$ cat src/rtl/ddr_resp_pkg.sv
// ddr_resp_pkg: shared opcodes, error codes, timing defaults and read-beat type for ddr_cmd_responder
package ddr_resp_pkg;
  typedef enum logic [2:0] {OP_NOP, OP_ACT, OP_RD, OP_WR, OP_PRE, OP_REF} op_e;
  localparam logic [2:0] ERR_NONE        = 3'd0;
  localparam logic [2:0] ERR_ACT_OPEN    = 3'd1;
  localparam logic [2:0] ERR_BANK_CLOSED = 3'd2;
  localparam logic [2:0] ERR_RCD         = 3'd3;
  localparam logic [2:0] ERR_RAS         = 3'd4;
  localparam logic [2:0] ERR_ACT_TIMING  = 3'd5;
  localparam logic [2:0] ERR_REF_OPEN    = 3'd6;
  localparam int DEF_T_RCD = 3;
  localparam int DEF_T_RP  = 3;
  localparam int DEF_T_RAS = 6;
  localparam int DEF_T_RFC = 10;
  localparam int DEF_T_WR  = 3;
  localparam int DEF_T_WTR = 2;
  localparam int DEF_T_RTP = 2;
  localparam int DEF_CL    = 3;
  localparam int CNT_W     = 8;
  localparam int TM_RCD = 0;
  localparam int TM_RP  = 1;
  localparam int TM_RAS = 2;
  localparam int TM_RFC = 3;
  localparam int TM_WR  = 4;
  localparam int TM_WTR = 5;
  localparam int TM_RTP = 6;
  localparam int TM_N   = 7;
  typedef struct packed {
    logic       v;
    logic [2:0] ba;
    logic [9:0] col;
  } rd_beat_t;
  function automatic op_e decode(input logic ras_n, input logic cas_n, input logic we_n);
    case ({ras_n, cas_n, we_n})
      3'b011:  return OP_ACT;
      3'b101:  return OP_RD;
      3'b100:  return OP_WR;
      3'b010:  return OP_PRE;
      3'b001:  return OP_REF;
      default: return OP_NOP;
    endcase
  endfunction
endpackage

$ cat src/rtl/ddr_cmd_responder_timer.sv
// ddr_timer: loads load on start, counts down to 0 and saturates; done is low in the start cycle
module ddr_timer
  import ddr_resp_pkg::*;
(
  input  logic             clk,
  input  logic             reset,
  input  logic [CNT_W-1:0] load,
  input  logic             start,
  output logic [CNT_W-1:0] cnt,
  output logic             done
);
  logic [CNT_W-1:0] cnt_d, cnt_q;
  always_comb begin
    cnt_d = start ? load : (cnt_q == '0 ? cnt_q : cnt_q - CNT_W'(1));
  end
  always_ff @(posedge clk) begin
    cnt_q <= !reset ? '0 : cnt_d;
  end
  assign cnt  = cnt_q;
  assign done = cnt_q == '0 && !start;
endmodule

$ cat src/rtl/ddr_cmd_responder.sv
// ddr_cmd_responder: DDR command decoder with bank/timer tracking and CL read beats; DDR_RESP_ERRCHK_EN adds protocol checks
module ddr_cmd_responder
  import ddr_resp_pkg::*;
#(
  parameter int T_RCD = DEF_T_RCD,
  parameter int T_RP  = DEF_T_RP,
  parameter int T_RAS = DEF_T_RAS,
  parameter int T_RFC = DEF_T_RFC,
  parameter int T_WR  = DEF_T_WR,
  parameter int T_WTR = DEF_T_WTR,
  parameter int T_RTP = DEF_T_RTP,
  parameter int CL    = DEF_CL
) (
  input  logic        clk,
  input  logic        reset,
  input  logic        cs_n,
  input  logic        ras_n,
  input  logic        cas_n,
  input  logic        we_n,
  input  logic [13:0] addr,
  input  logic [2:0]  ba,
  input  logic        cmd_valid,
  output logic        tRCD_done,
  output logic        tRP_done,
  output logic        tRAS_done,
  output logic        tRFC_done,
  output logic        tWR_done,
  output logic        tWTR_done,
  output logic        tRTP_done,
  output logic [7:0]  bank_open,
  output logic        rd_valid,
  output logic [2:0]  rd_bank,
  output logic [9:0]  rd_col,
  output logic        err_valid,
  output logic [2:0]  err_code
);
  op_e                          op, hist_op_d, hist_op_q;
  logic [2:0]                   hist_ba_d, hist_ba_q;
  logic [13:0]                  hist_addr_d, hist_addr_q;
  logic                         is_new, c_act, c_rd, c_wr, c_pre, c_ref, row_ld;
  logic [TM_N-1:0]              start, done;
  logic [TM_N-1:0][CNT_W-1:0]   load, cnt;
  logic [7:0]                   bank_open_d, bank_open_q;
  logic [7:0][13:0]             row_d, row_q;
  rd_beat_t [CL-1:0]            rd_pipe_d, rd_pipe_q;
  assign load = {CNT_W'(T_RTP - 1), CNT_W'(T_WTR - 1), CNT_W'(T_WR - 1), CNT_W'(T_RFC - 1),
                 CNT_W'(T_RAS - 1), CNT_W'(T_RP - 1), CNT_W'(T_RCD - 1)};
  for (genvar i = 0; i < TM_N; i++) begin : g_tm
    ddr_timer u_tm (
      .clk  (clk),
      .reset(reset),
      .load (load[i]),
      .start(start[i]),
      .cnt  (cnt[i]),
      .done (done[i])
    );
  end
  always_comb begin
    op          = reset && cmd_valid && !cs_n ? decode(ras_n, cas_n, we_n) : OP_NOP;
    is_new      = op != OP_NOP && !(op == hist_op_q && ba == hist_ba_q && addr == hist_addr_q);
    c_act       = is_new && op == OP_ACT;
    c_rd        = is_new && op == OP_RD;
    c_wr        = is_new && op == OP_WR;
    c_pre       = is_new && op == OP_PRE;
    c_ref       = is_new && op == OP_REF;
    start       = {c_rd, c_wr, c_wr, c_ref, c_act, c_pre, c_act};
    hist_op_d   = op;
    hist_ba_d   = ba;
    hist_addr_d = addr;
    bank_open_d = c_pre ? (addr[10] ? 8'h00 : bank_open_q & ~(8'b1 << ba))
                : c_act ? bank_open_q | (8'b1 << ba) : bank_open_q;
    row_d       = row_q;
    if (c_act && row_ld) row_d[ba] = addr;
    rd_pipe_d[0] = c_rd ? {1'b1, ba, addr[9:0]} : '0;
    for (int k = 1; k < CL; k++) rd_pipe_d[k] = rd_pipe_q[k-1];
  end
  always_ff @(posedge clk) begin
    if (!reset) begin
      hist_op_q   <= OP_NOP;
      hist_ba_q   <= '0;
      hist_addr_q <= '0;
      bank_open_q <= '0;
      row_q       <= '0;
      rd_pipe_q   <= '0;
    end else begin
      hist_op_q   <= hist_op_d;
      hist_ba_q   <= hist_ba_d;
      hist_addr_q <= hist_addr_d;
      bank_open_q <= bank_open_d;
      row_q       <= row_d;
      rd_pipe_q   <= rd_pipe_d;
    end
  end
`ifdef DDR_RESP_ERRCHK_EN
  logic [2:0] err_d, err_code_d, err_code_q;
  logic       err_valid_d, err_valid_q;
  always_comb begin
    err_d       = c_act ? (bank_open_q[ba] ? ERR_ACT_OPEN
                           : !(done[TM_RP] && done[TM_RFC]) ? ERR_ACT_TIMING : ERR_NONE)
                : (c_rd || c_wr) ? (!bank_open_q[ba] ? ERR_BANK_CLOSED
                           : !done[TM_RCD] ? ERR_RCD : ERR_NONE)
                : c_pre ? (!done[TM_RAS] ? ERR_RAS : ERR_NONE)
                : (c_ref && |bank_open_q) ? ERR_REF_OPEN : ERR_NONE;
    err_valid_d = err_d != ERR_NONE;
    err_code_d  = err_code_q == ERR_NONE ? err_d : err_code_q;
  end
  always_ff @(posedge clk) begin
    if (!reset) begin
      err_valid_q <= 1'b0;
      err_code_q  <= ERR_NONE;
    end else begin
      err_valid_q <= err_valid_d;
      err_code_q  <= err_code_d;
    end
  end
  assign row_ld    = !bank_open_q[ba];
  assign err_valid = err_valid_q;
  assign err_code  = err_code_q;
`else
  assign row_ld    = 1'b1;
  assign err_valid = 1'b0;
  assign err_code  = ERR_NONE;
`endif
  assign tRCD_done = done[TM_RCD];
  assign tRP_done  = done[TM_RP];
  assign tRAS_done = done[TM_RAS];
  assign tRFC_done = done[TM_RFC];
  assign tWR_done  = done[TM_WR];
  assign tWTR_done = done[TM_WTR];
  assign tRTP_done = done[TM_RTP];
  assign bank_open = bank_open_q;
  assign rd_valid  = rd_pipe_q[CL-1].v;
  assign rd_bank   = rd_pipe_q[CL-1].ba;
  assign rd_col    = rd_pipe_q[CL-1].col;
endmodule

$ cat config.mk
export PLATFORM = sky130hd
export DESIGN_NAME = ddr_cmd_responder
export DESIGN_NICKNAME = d
export VERILOG_FILES = /design/src/rtl/ddr_resp_pkg.sv /design/src/rtl/ddr_cmd_responder_timer.sv /design/src/rtl/ddr_cmd_responder.sv
export SDC_FILE = /design/constraint.sdc
export NUM_CORES = 1
export LEC_CHECK = 0
export CAP_MARGIN = 20
export CORE_ASPECT_RATIO = 1.5
export CORE_MARGIN = 3
export CORE_UTILIZATION = 64
export CTS_BUF_LIST = sky130_fd_sc_hd__clkbuf_8
export DETAILED_ROUTE_END_ITERATION = 10
export PLACE_DENSITY = 0.86
export RECOVER_POWER = 50
export REMOVE_ABC_BUFFERS = 1
export SYNTH_ARGS = -nofsm -noshare
export SYNTH_HDL_FRONTEND = slang
export SYNTH_HIERARCHICAL = 1
export SYNTH_SLANG_ARGS = --single-unit
$ cat constraint.sdc
create_clock -name clk -period 6.26 [get_ports clk]
set_clock_uncertainty 0.05 [all_clocks]
set_input_delay 1.252 -clock clk [delete_from_list [all_inputs] [get_ports clk]]
set_output_delay 1.252 -clock clk [all_outputs]
set_load 0.05 [all_outputs]
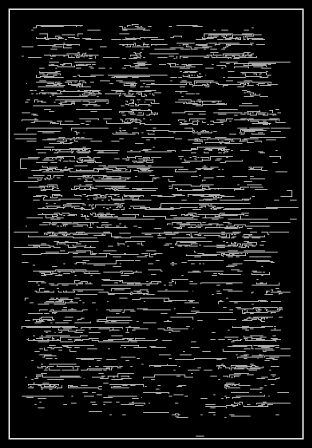
met1.png
share of all routed wire	39%
longest straight run	25.8 um
nets with wire on the layer	733
main direction	horizontal
wire length on this layer	4,970 um
total number of vias: 4,984
GR Layer Usage met1: 27.3%
routed wire length: 12,700 um

==> impl_metrics.yaml <==
# flow metrics
synth:
  synth_warnings: 6
  synth_top_area_share_pct: 43.0
  ys_ff: 126
  ys_sh_aoi_pct: 17.5
  synth_simple_gate_area_share_pct: 24.4
  synth.avg_cell_area_sq_um: 9.09
  yosysUniqueCellTypes: 50
  syn_area_sq_mm: 0.00587
  flop_cell: "dfxtp_1"
  yosys_area_sq_mm: 0.00587
  xor_share_pct: 4.62
  ys_top_cells_by_area: "dfxtp_1 43%, and2_1 6.3%, o21ai_0 3.4%"
  edf_count: 0
  async_flop_share_pct: 0
  synth.most_common_cell: "dfxtp_1"
  top_cells_by_count: "126 x dfxtp_1, 59 x and2_1, 48 x nand2_1, 40 x o21ai_0, 39 x nor2_1"
  postSynthCellCount: 646
  ys_cells: 646
  ys_seq_share_pct: 43.0
  top_area_cell: "dfxtp_1"
floorplanning:
  fp-utilization_pct: 66.1
  n_tap_cell: 110
  fp.dieH_um: 123
  core_area_sq_mm: 0.00888
  die-width_um: 84.2
  num_rows: 42
  die_area_sq_mm: 0.0104
critical_path:
  required_ns: 4.96
  crit_arrival_ns: 4.53
  endpoint_kind: "primary output"
  cp_slowest_cell: "dlygate4sd3_1"
  regToRegStartpoint: "hist_op_q[0]"
  crit_path_start_kind: "input pin"
  crit_chain: "dlygate4sd3_1 -> nand2b_1 -> o311ai_0 -> a221o_1 -> o211ai_4 -> o211a_1 -> or4b_1 -> nor2_1 -> buf_4"
  critical_path_class: "in -> out"
  max_stage_delay_ns: 0.69
  critPathBufInv: 2
cells_and_area:
  insertedDiodeCount: 0
  nets: 787
  layout_top_cell: "dfxtp_1"
  n_all_buffers: 57
  fillers: 648
  mostFrequentLayoutCells: "126 x dfxtp_1, 60 x conb_1, 48 x nand2_1, 40 x o21ai_0, 39 x nor2_1"
  n_clock_buffer: 19
  logic_gate_count: 514
  inverters: 33
  flops: 126
  stdcell_area_sq_mm: 0.00697
  post-route-util_pct: 78.5
  largest_class: "multi-input combinational cells"
  logic_area_sq_mm: 0.00328
  syn2layout_area_growth_pct: 18.8
  instances_no_fill: 870
  clock_area_share_pct: 5.26
  buf_share_pct: 7.79
  drive_above_1_share_pct: 6.97
cts:
  htree_levels: 4
  cts_resized: 0
  cts_hold_buf: 0
  clock_path_buffers: 2
  post_cts_buffers: 0
  clk_pin_slew_ns: 0.06
  clock_tree.root_cell: "clkbuf_8"
  cts_made_buffers: 17
global_routing:
  grt_max_degree: 83
  grt_pass1_vias: 4665
  top_usage_layer: "met2"
  globalRouteMet3Util_pct: 6.47
  grt_overflow: 0
  grt_use_total_pct: 24.7
  grt_pass1_wl_um: 20600
  antenna_found_initial: 0
power_and_ir_drop:
  power_density_mw_per_mm2: 450
  vdd_drop_max_uv: 306
place:
  dpl.cell_count: 840
  dpl_worst_slack_ns: 0.608
  gp_congestion: 0.860
  place_hpwl_um: 8810
  numPortBuffers: 52
final_timing:
  timing.final.hold_violations: 0
  period_minus_slack_ns: 5.83
  setup_slack_ns: 0.427
  fin_tns_setup_ns: 0
  setup_viol: 0
  max-slew-margin-rel_pct: -95.3
  worstMarginPinSlew_ns: 2.93
  fmax_mhz: 171
  whs_ns: 0.384
  rsz0062_at_grt: "no"
  fin_crit_sh_pct: 93.2
  drv_slew: 83
detailed_routing:
  drtAntennaViolNets: 0
  routed-wl-met2_um: 6930
  highest_layer: "met4"
  post_drt_wl_per_cell_um: 14.6
  met1Wirelength_um: 4970
  drc: 0
  dr_wl_met3_um: 634
  vias_per_cell: 5.73
  first_iter_violations: 213
job:
  max-cap-violations: 1
  tool_warnings: 32
worst_hold_path:
  min_from: "rd_pipe_d[23]"
  hold_class: "reg -> reg"
status:
  status: "finished with violations"
  violations: "max-capacitance violations, max-slew violations"
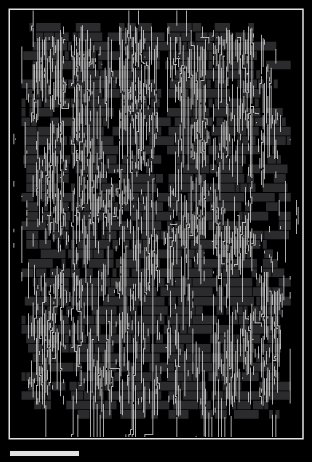
met2.png
Bar = 20 um.
nets with wire on the layer	674
longest straight run	49.1 um
main direction	vertical
met2 Usage GRT: 45.2%

## state kept, by name, indices dropped and copies added (netlist names)
name,count
rd_col,10
hist_op_q,3
hist_ba_q,3
rd_valid,1
rd_bank,3
bank_open,8
g_tm.u_tm/cnt,56
rd_pipe_d,28
hist_addr_q,14
## worst paths after layout
check,endpoint,slack (ns),cells past startpoint
worst max-delay path,tRTP_done,0.43,9
worst min-delay path,rd_pipe_d[37],0.38,1
worst max register to register,g_tm[2].u_tm/cnt[4],2.93,9
worst min register to register,rd_pipe_d[37],0.38,1
## where the power goes
part           leakage (nW)  switching (W)  internal (W)
Clock                 0.204       0.000291      0.000362
Combinational          1.65       0.000741      0.000588
Sequential             1.03       0.000177      0.000976
Power and IR drop assume default switching activity.
